### src/rtl/floating_point_divider_pkg.sv
// Shared definitions for the custom float {sign, exponent, mantissa} arithmetic units:
// default field widths, exponent bias helper, status flag positions and divider FSM states.
package floating_point_pkg;

   localparam int DEF_NB_SIGN = 1;
   localparam int DEF_NB_EXPO = 4;
   localparam int DEF_NB_MANT = 8;

   localparam int FLAG_DIV_ZERO  = 2;
   localparam int FLAG_OVERFLOW  = 1;
   localparam int FLAG_UNDERFLOW = 0;

   typedef enum logic [1:0] {
      IDLE   = 2'd0,
      DIVIDE = 2'd1,
      NORM   = 2'd2,
      DONE   = 2'd3
   } divState_t;

   function automatic int calcBias(input int nbExpo);
      return (1 << (nbExpo - 1)) - 1;
   endfunction

endpackage

### src/rtl/floating_point_divider_core.sv
// Restoring significand divider: produces NB_MANT+3 quotient bits of {1,mA}/{1,mB},
// one per cycle, plus a sticky flag for any nonzero final remainder.
module mantissa_divider_core #(
   parameter int NB_MANT = 8
) (
   input  logic               clk,
   input  logic               i_rst,
   input  logic               start,
   input  logic [NB_MANT:0]   dividend,
   input  logic [NB_MANT:0]   divisor,
   output logic               done,
   output logic [NB_MANT+2:0] quotient,
   output logic               sticky
);

   localparam int NB_QUO = NB_MANT + 3;
   localparam int NB_CNT = $clog2(NB_QUO + 1);
   localparam logic [NB_CNT-1:0] LAST_STEP = NB_CNT'(NB_QUO - 1);

   logic [NB_MANT+1:0] remainder;
   logic [NB_MANT+1:0] diff;
   logic [NB_MANT:0]   divisorReg;
   logic [NB_CNT-1:0]  count;
   logic               busy;
   logic               fits;

   always_comb begin
      fits = remainder >= {1'b0, divisorReg};
      diff = remainder - {1'b0, divisorReg};
   end

   // done marks the final iteration; quotient and sticky are settled from the next cycle on
   assign done   = busy && (count == LAST_STEP);
   assign sticky = |remainder;

   always_ff @(posedge clk or negedge i_rst) begin
      if (!i_rst) begin
         remainder  <= '0;
         divisorReg <= '0;
         quotient   <= '0;
         count      <= '0;
         busy       <= 1'b0;
      end else if (start) begin
         remainder  <= {1'b0, dividend};
         divisorReg <= divisor;
         quotient   <= '0;
         count      <= '0;
         busy       <= 1'b1;
      end else if (busy) begin
         quotient  <= {quotient[NB_QUO-2:0], fits};
         remainder <= (fits ? diff : remainder) << 1;
         count     <= count + 1'b1;
         if (count == LAST_STEP) begin
            busy <= 1'b0;
         end
      end
   end

endmodule

### src/rtl/floating_point_divider.sv
// Iterative float divider o_data = A / B with valid/ready handshake and fixed latency.
// Define FPDIV_ROUND_NEAREST_EN for round-to-nearest-even; otherwise the result is truncated.
module floating_point_divider
   import floating_point_pkg::*;
#(
   parameter int NB_SIGN = DEF_NB_SIGN,
   parameter int NB_EXPO = DEF_NB_EXPO,
   parameter int NB_MANT = DEF_NB_MANT
) (
   input  logic                              clk,
   input  logic                              i_rst,
   input  logic                              i_valid,
   output logic                              o_ready,
   input  logic [NB_SIGN+NB_EXPO+NB_MANT-1:0] i_dataA,
   input  logic [NB_SIGN+NB_EXPO+NB_MANT-1:0] i_dataB,
   output logic                              o_valid,
   input  logic                              i_ready,
   output logic [NB_SIGN+NB_EXPO+NB_MANT-1:0] o_data,
   output logic [2:0]                        o_flags
);

   localparam int NB    = NB_SIGN + NB_EXPO + NB_MANT;
   localparam int NB_EQ = NB_EXPO + 2;
   localparam logic signed [NB_EQ-1:0] BIAS_EQ = NB_EQ'(calcBias(NB_EXPO));
   localparam logic signed [NB_EQ-1:0] EXP_MAX = NB_EQ'((1 << NB_EXPO) - 1);
   localparam logic signed [NB_EQ-1:0] ONE_EQ  = NB_EQ'(1);

   divState_t                state;
   logic                     signQ;
   logic signed [NB_EQ-1:0]  expQ;
   logic                     zeroA;
   logic                     zeroB;
   logic                     accept;
   logic                     coreDone;
   logic [NB_MANT+2:0]       quotient;
   logic                     coreSticky;

   logic                     intBit;
   logic [NB_MANT-1:0]       mantRaw;
   logic                     guardBit;
   logic                     stickyBit;
   logic                     roundUp;
   logic [NB_MANT:0]         mantSum;
   logic signed [NB_EQ-1:0]  expNorm;
   logic signed [NB_EQ-1:0]  expFinal;
   logic [NB-1:0]            resData;
   logic [2:0]               resFlags;

   assign accept = (state == IDLE) && i_valid;

   mantissa_divider_core #(.NB_MANT(NB_MANT)) uCore (
      .clk      (clk),
      .i_rst    (i_rst),
      .start    (accept),
      .dividend ({1'b1, i_dataA[NB_MANT-1:0]}),
      .divisor  ({1'b1, i_dataB[NB_MANT-1:0]}),
      .done     (coreDone),
      .quotient (quotient),
      .sticky   (coreSticky)
   );

   // A quotient below 1.0 is renormalised by one place, pulling one more bit into the mantissa
   always_comb begin
      intBit    = quotient[NB_MANT+2];
      mantRaw   = intBit ? quotient[NB_MANT+1:2] : quotient[NB_MANT:1];
      guardBit  = intBit ? quotient[1] : quotient[0];
      stickyBit = coreSticky | (intBit & quotient[0]);
      expNorm   = intBit ? expQ : expQ - ONE_EQ;
   end

`ifdef FPDIV_ROUND_NEAREST_EN
   assign roundUp = guardBit & (stickyBit | mantRaw[0]);
`else
   logic unusedRoundBits;
   assign roundUp         = 1'b0;
   assign unusedRoundBits = guardBit | stickyBit;
`endif

   always_comb begin
      mantSum  = {1'b0, mantRaw} + {{NB_MANT{1'b0}}, roundUp};
      expFinal = expNorm + (mantSum[NB_MANT] ? ONE_EQ : '0);
      resData  = {signQ, expFinal[NB_EXPO-1:0], mantSum[NB_MANT-1:0]};
      resFlags = '0;
      if (zeroB) begin
         resData                 = {signQ, {NB_EXPO{1'b1}}, {NB_MANT{1'b1}}};
         resFlags[FLAG_DIV_ZERO] = 1'b1;
      end else if (zeroA) begin
         resData = {signQ, {(NB - 1){1'b0}}};
      end else if (expFinal > EXP_MAX) begin
         resData                 = {signQ, {NB_EXPO{1'b1}}, {NB_MANT{1'b1}}};
         resFlags[FLAG_OVERFLOW] = 1'b1;
      end else if (expFinal < ONE_EQ) begin
         resData                  = {signQ, {(NB - 1){1'b0}}};
         resFlags[FLAG_UNDERFLOW] = 1'b1;
      end
   end

   // Handshake FSM; the core runs alongside DIVIDE and results are registered on leaving NORM
   always_ff @(posedge clk or negedge i_rst) begin
      if (!i_rst) begin
         state   <= IDLE;
         o_ready <= 1'b1;
         o_valid <= 1'b0;
         o_data  <= '0;
         o_flags <= '0;
         signQ   <= 1'b0;
         expQ    <= '0;
         zeroA   <= 1'b0;
         zeroB   <= 1'b0;
      end else begin
         case (state)
            IDLE: begin
               if (i_valid) begin
                  signQ   <= i_dataA[NB-1] ^ i_dataB[NB-1];
                  expQ    <= {2'b00, i_dataA[NB_MANT +: NB_EXPO]}
                             - {2'b00, i_dataB[NB_MANT +: NB_EXPO]} + BIAS_EQ;
                  zeroA   <= (i_dataA[NB_MANT +: NB_EXPO] == '0);
                  zeroB   <= (i_dataB[NB_MANT +: NB_EXPO] == '0);
                  o_ready <= 1'b0;
                  state   <= DIVIDE;
               end
            end
            DIVIDE: begin
               if (coreDone) begin
                  state <= NORM;
               end
            end
            NORM: begin
               o_data  <= resData;
               o_flags <= resFlags;
               o_valid <= 1'b1;
               state   <= DONE;
            end
            DONE: begin
               if (i_ready) begin
                  o_valid <= 1'b0;
                  o_ready <= 1'b1;
                  state   <= IDLE;
               end
            end
            default: state <= IDLE;
         endcase
      end
   end

endmodule

### config.mk
export PLATFORM = sky130hd
export DESIGN_NAME = floating_point_divider
export DESIGN_NICKNAME = d
export VERILOG_FILES = /design/src/rtl/floating_point_divider_pkg.sv /design/src/rtl/floating_point_divider_core.sv /design/src/rtl/floating_point_divider.sv
export SDC_FILE = /design/constraint.sdc
export NUM_CORES = 1
export LEC_CHECK = 0
export CAP_MARGIN = 40
export CORE_ASPECT_RATIO = 0.9
export CORE_MARGIN = 1.5
export CORE_UTILIZATION = 57
export CTS_BUF_LIST = sky130_fd_sc_hd__clkbuf_2
export DETAILED_ROUTE_END_ITERATION = 10
export PLACE_DENSITY = 0.88
export SYNTH_ARGS = -nofsm -noshare
export SYNTH_HDL_FRONTEND = slang
export SYNTH_SLANG_ARGS = --single-unit
### constraint.sdc
create_clock -name clk -period 2.6 [get_ports clk]
set_input_delay 0.52 -clock clk [delete_from_list [all_inputs] [get_ports clk]]
set_output_delay 0.52 -clock clk [all_outputs]
set_load 0.05 [all_outputs]
Figure 1. Placed standard cells.
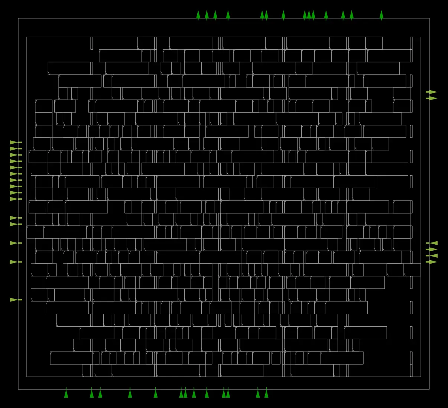
standard-cell row count: 27
seq_cells: 64
post-route insts no fill: 544
Core Area: 0.00625 mm²
post-layout util: 71.5%

Figure 2. Cell classes on the final placement.
Fill, decap, tap and diode cells in grey.
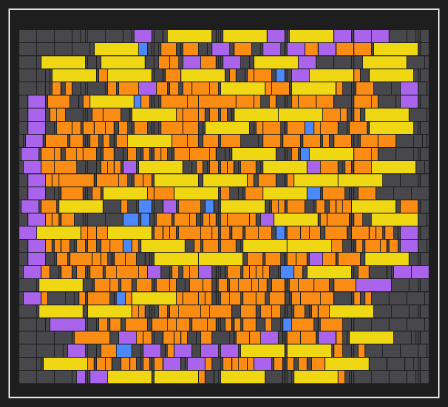
[yellow] registers | cells: 64 | share of their area: 37%
[purple] remaining buffers and delay cells | cells: 57 | share of their area: 13%
[blue] clock drivers and dummy loads | cells: 16 | share of their area: 2.2%
[orange] remaining logic cells | cells: 320 | share of their area: 48%
sequential portion of the cell area: 35.9%
final design area excluding fillers: 0.00447 mm²

Figure 3. Layout detail.
Bar = 20 µm. Region (0, 0) to (50, 50) µm. Cells in grey, sequential cells in the stronger grey; small squares are vias.
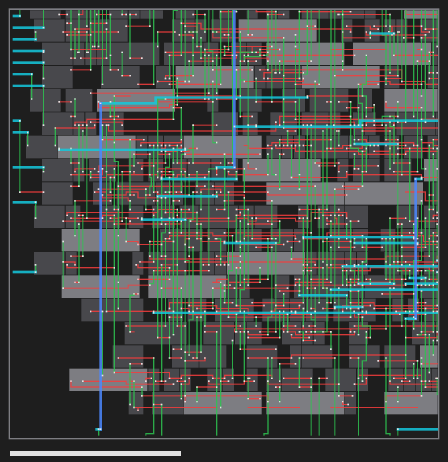
[blue] M4
[cyan] M3
[red] M1
[green] M2
most frequent: dfrtp_1 (20), nand2_1 (19)
cells with their middle in the window: 192
netlist names of flops here include: `uCore.divisorReg` (6), `uCore.remainder` (6), `expQ` (3)
sequential cells in the window: 20

==> flow_metrics.env <==
# yosys + openroad results
export IMPL_yosys_cells=403
export IMPL_met2RoutedLength_um=4140
export IMPL_power_sequential_total_uw=1830
export IMPL_tightest_slew_ns=0.637
export IMPL_fmax_mhz=415
export IMPL_floorplan_die_area_mm2=0.00712
export IMPL_final_replace_weighted_congestion=0.872
export IMPL_share_clk_of_total_power_pct=8.1
export IMPL_yosys_cell_count_top_type="dfrtp_1"
export IMPL_synth_area_yosys_mm2=0.00377
export IMPL_synth_nets=456
export IMPL_use_met3_pct=5.34
export IMPL_drt_pass1_iterations=5
export IMPL_cellPowerDensity_mw_per_mm2=1440
export IMPL_enable_flop_cells=0
export IMPL_finalWirelength_um=8450
export IMPL_drt_vias_per_instance=5.93
export IMPL_gr_usage_met1_pct=35.6
export IMPL_met2_usage_pct=41.2
export IMPL_seqPwrFrac_pct=28.3
export IMPL_hold_buffers=1
export IMPL_grt_remaining_overflow=0
export IMPL_worst_ir_drop_vdd_uv=696
export IMPL_netlist_top_cells_area="dfrtp_1 (42%), ha_1 (7.0%), mux2i_1 (5.0%), nand2_1 (4.6%), o21ai_0 (4.4%)"
export IMPL_drive_gt1_share_pct=7.88
export IMPL_critical_path_fanout_max=4
export IMPL_cellLeakagePower_uw=0.00209
export IMPL_lay_top_cells="dfrtp_1 (63), nand2_1 (46), clkdlybuf4s50_1 (46)"
export IMPL_post_cts_buffers=0
export IMPL_power_share_switching_pct=49.3
export IMPL_hold_viol=0
export IMPL_final_net_count=505
export IMPL_via_count_of_the_first_global_routing_pass=3155
export IMPL_postPlaceCellArea_mm2=0.00436
export IMPL_power_largest_group="combinational logic"
export IMPL_maxUsedRoutingLayer="met4"
export IMPL_yosys_most_used_dff="dfrtp_1"
export IMPL_async_reset_ff_share_pct=100
export IMPL_sequential_element_share_of_the_synthesized_area_pct=42.5
export IMPL_synthesis_area_mm2=0.00377
export IMPL_grt_antenna_before_repair=0
export IMPL_track_usage_pct=26.4
export IMPL_synthAoiAreaFrac_pct=20.4
export IMPL_dp_hpwl_um=6080
export IMPL_grt_busiest_layer="met2"
export IMPL_clock_tree_buffer_depth=2
export IMPL_outcome="finished, final reports clean"
export IMPL_ant_nets=0
export IMPL_period_needed_ns=2.41
export IMPL_fin_worst_hold_slack_ns=0.482
export IMPL_crit_path_end_kind="register"
export IMPL_first_iter_violations=250
export IMPL_synthDominantAreaCellType="dfrtp_1"
export IMPL_muxShareOfSynthArea_pct=5.63
export IMPL_power_combinational_fraction_pct=63.5
export IMPL_post_cts_resized=0
export IMPL_placement_io_buffers=47
export IMPL_timing_max_cap_violations=0
export IMPL_min_period_over_period_pct=92.8
export IMPL_clkTransAtPathRegs_ns=0.19
export IMPL_layout_top_cell_excl_fill_tap="dfrtp_1"
export IMPL_residual_drc=0
export IMPL_synth_simple_area_share_pct=15.3
export IMPL_worstSetupPathType="register to register"
export IMPL_clockNetworkPower_uw=523
export IMPL_xor_area_share_pct=3.25
export IMPL_comb_pwr_uw=4100
export IMPL_met3_length_um=367
export IMPL_initCoreUtil_pct=60.4
export IMPL_areaGrowthSynthToFinish_pct=18.4
export IMPL_clkLatencyLatePin_ns=0.52
export IMPL_ioPinCount=48
export IMPL_top_area_share_pct=41.8
## critical path, cell delays in order (launching register included)
cell,delay (ns)
dfrtp_1,0.39
inv_1,0.06
ha_1,0.21
fa_1,0.41
nand2b_1,0.22
a211oi_1,0.50
o2111ai_1,0.18
a22o_1,0.20
o21ai_0,0.18
## registers in the layout, indices dropped and copies added, names as in the netlist
| signal | cells |
|---|---|
| signQ | 1 |
| o_flags | 3 |
| o_data | 13 |
| uCore.remainder | 10 |
| zeroA | 1 |
| state | 2 |
| uCore.busy | 1 |
| o_ready | 1 |
| zeroB | 1 |
| uCore.divisorReg | 9 |
| uCore.count | 4 |
| o_valid | 1 |
| uCore.quotient | 11 |
| expQ | 6 |
## path summary, 6_finish.rpt
check / startpoint / to / slack [ns] / depth (start not counted)
worst max-delay path: uCore.remainder[0] / uCore.remainder[9] / 0.19 / 8
worst min register to register: uCore.divisorReg[8] / uCore.divisorReg[8] / 0.48 / 2
max in group asynchronous: i_rst / uCore.count[0] / 1.45 / 3
worst min-delay path: uCore.divisorReg[8] / uCore.divisorReg[8] / 0.48 / 2
min in group asynchronous: i_rst / o_data[7] / 0.52 / 2
worst max register to register: uCore.remainder[0] / uCore.remainder[9] / 0.19 / 8
## stage by stage
stage               util [%]  worst slack (ns)   TNS, ns
global placement        69.8            0.0549         0
floorplan                  -             0.397         0
CTS                     71.5             0.172         0
finish                  71.5             0.188         0
global route            71.5          -0.00878  -0.00878
detailed placement      69.8           -0.0326   -0.0326
## final cells by class
| cell class | instances | area [µm²] |
|---|---|---|
| well taps | 87 | 109 |
| clock inverters | 7 | 48.8 |
| inverters | 29 | 109 |
| repair buffers | 57 | 568 |
| flip-flops and latches | 64 | 1600 |
| clock buffers | 9 | 45.0 |
| fillers | 487 | 1780 |
| multi-input cells | 291 | 1990 |
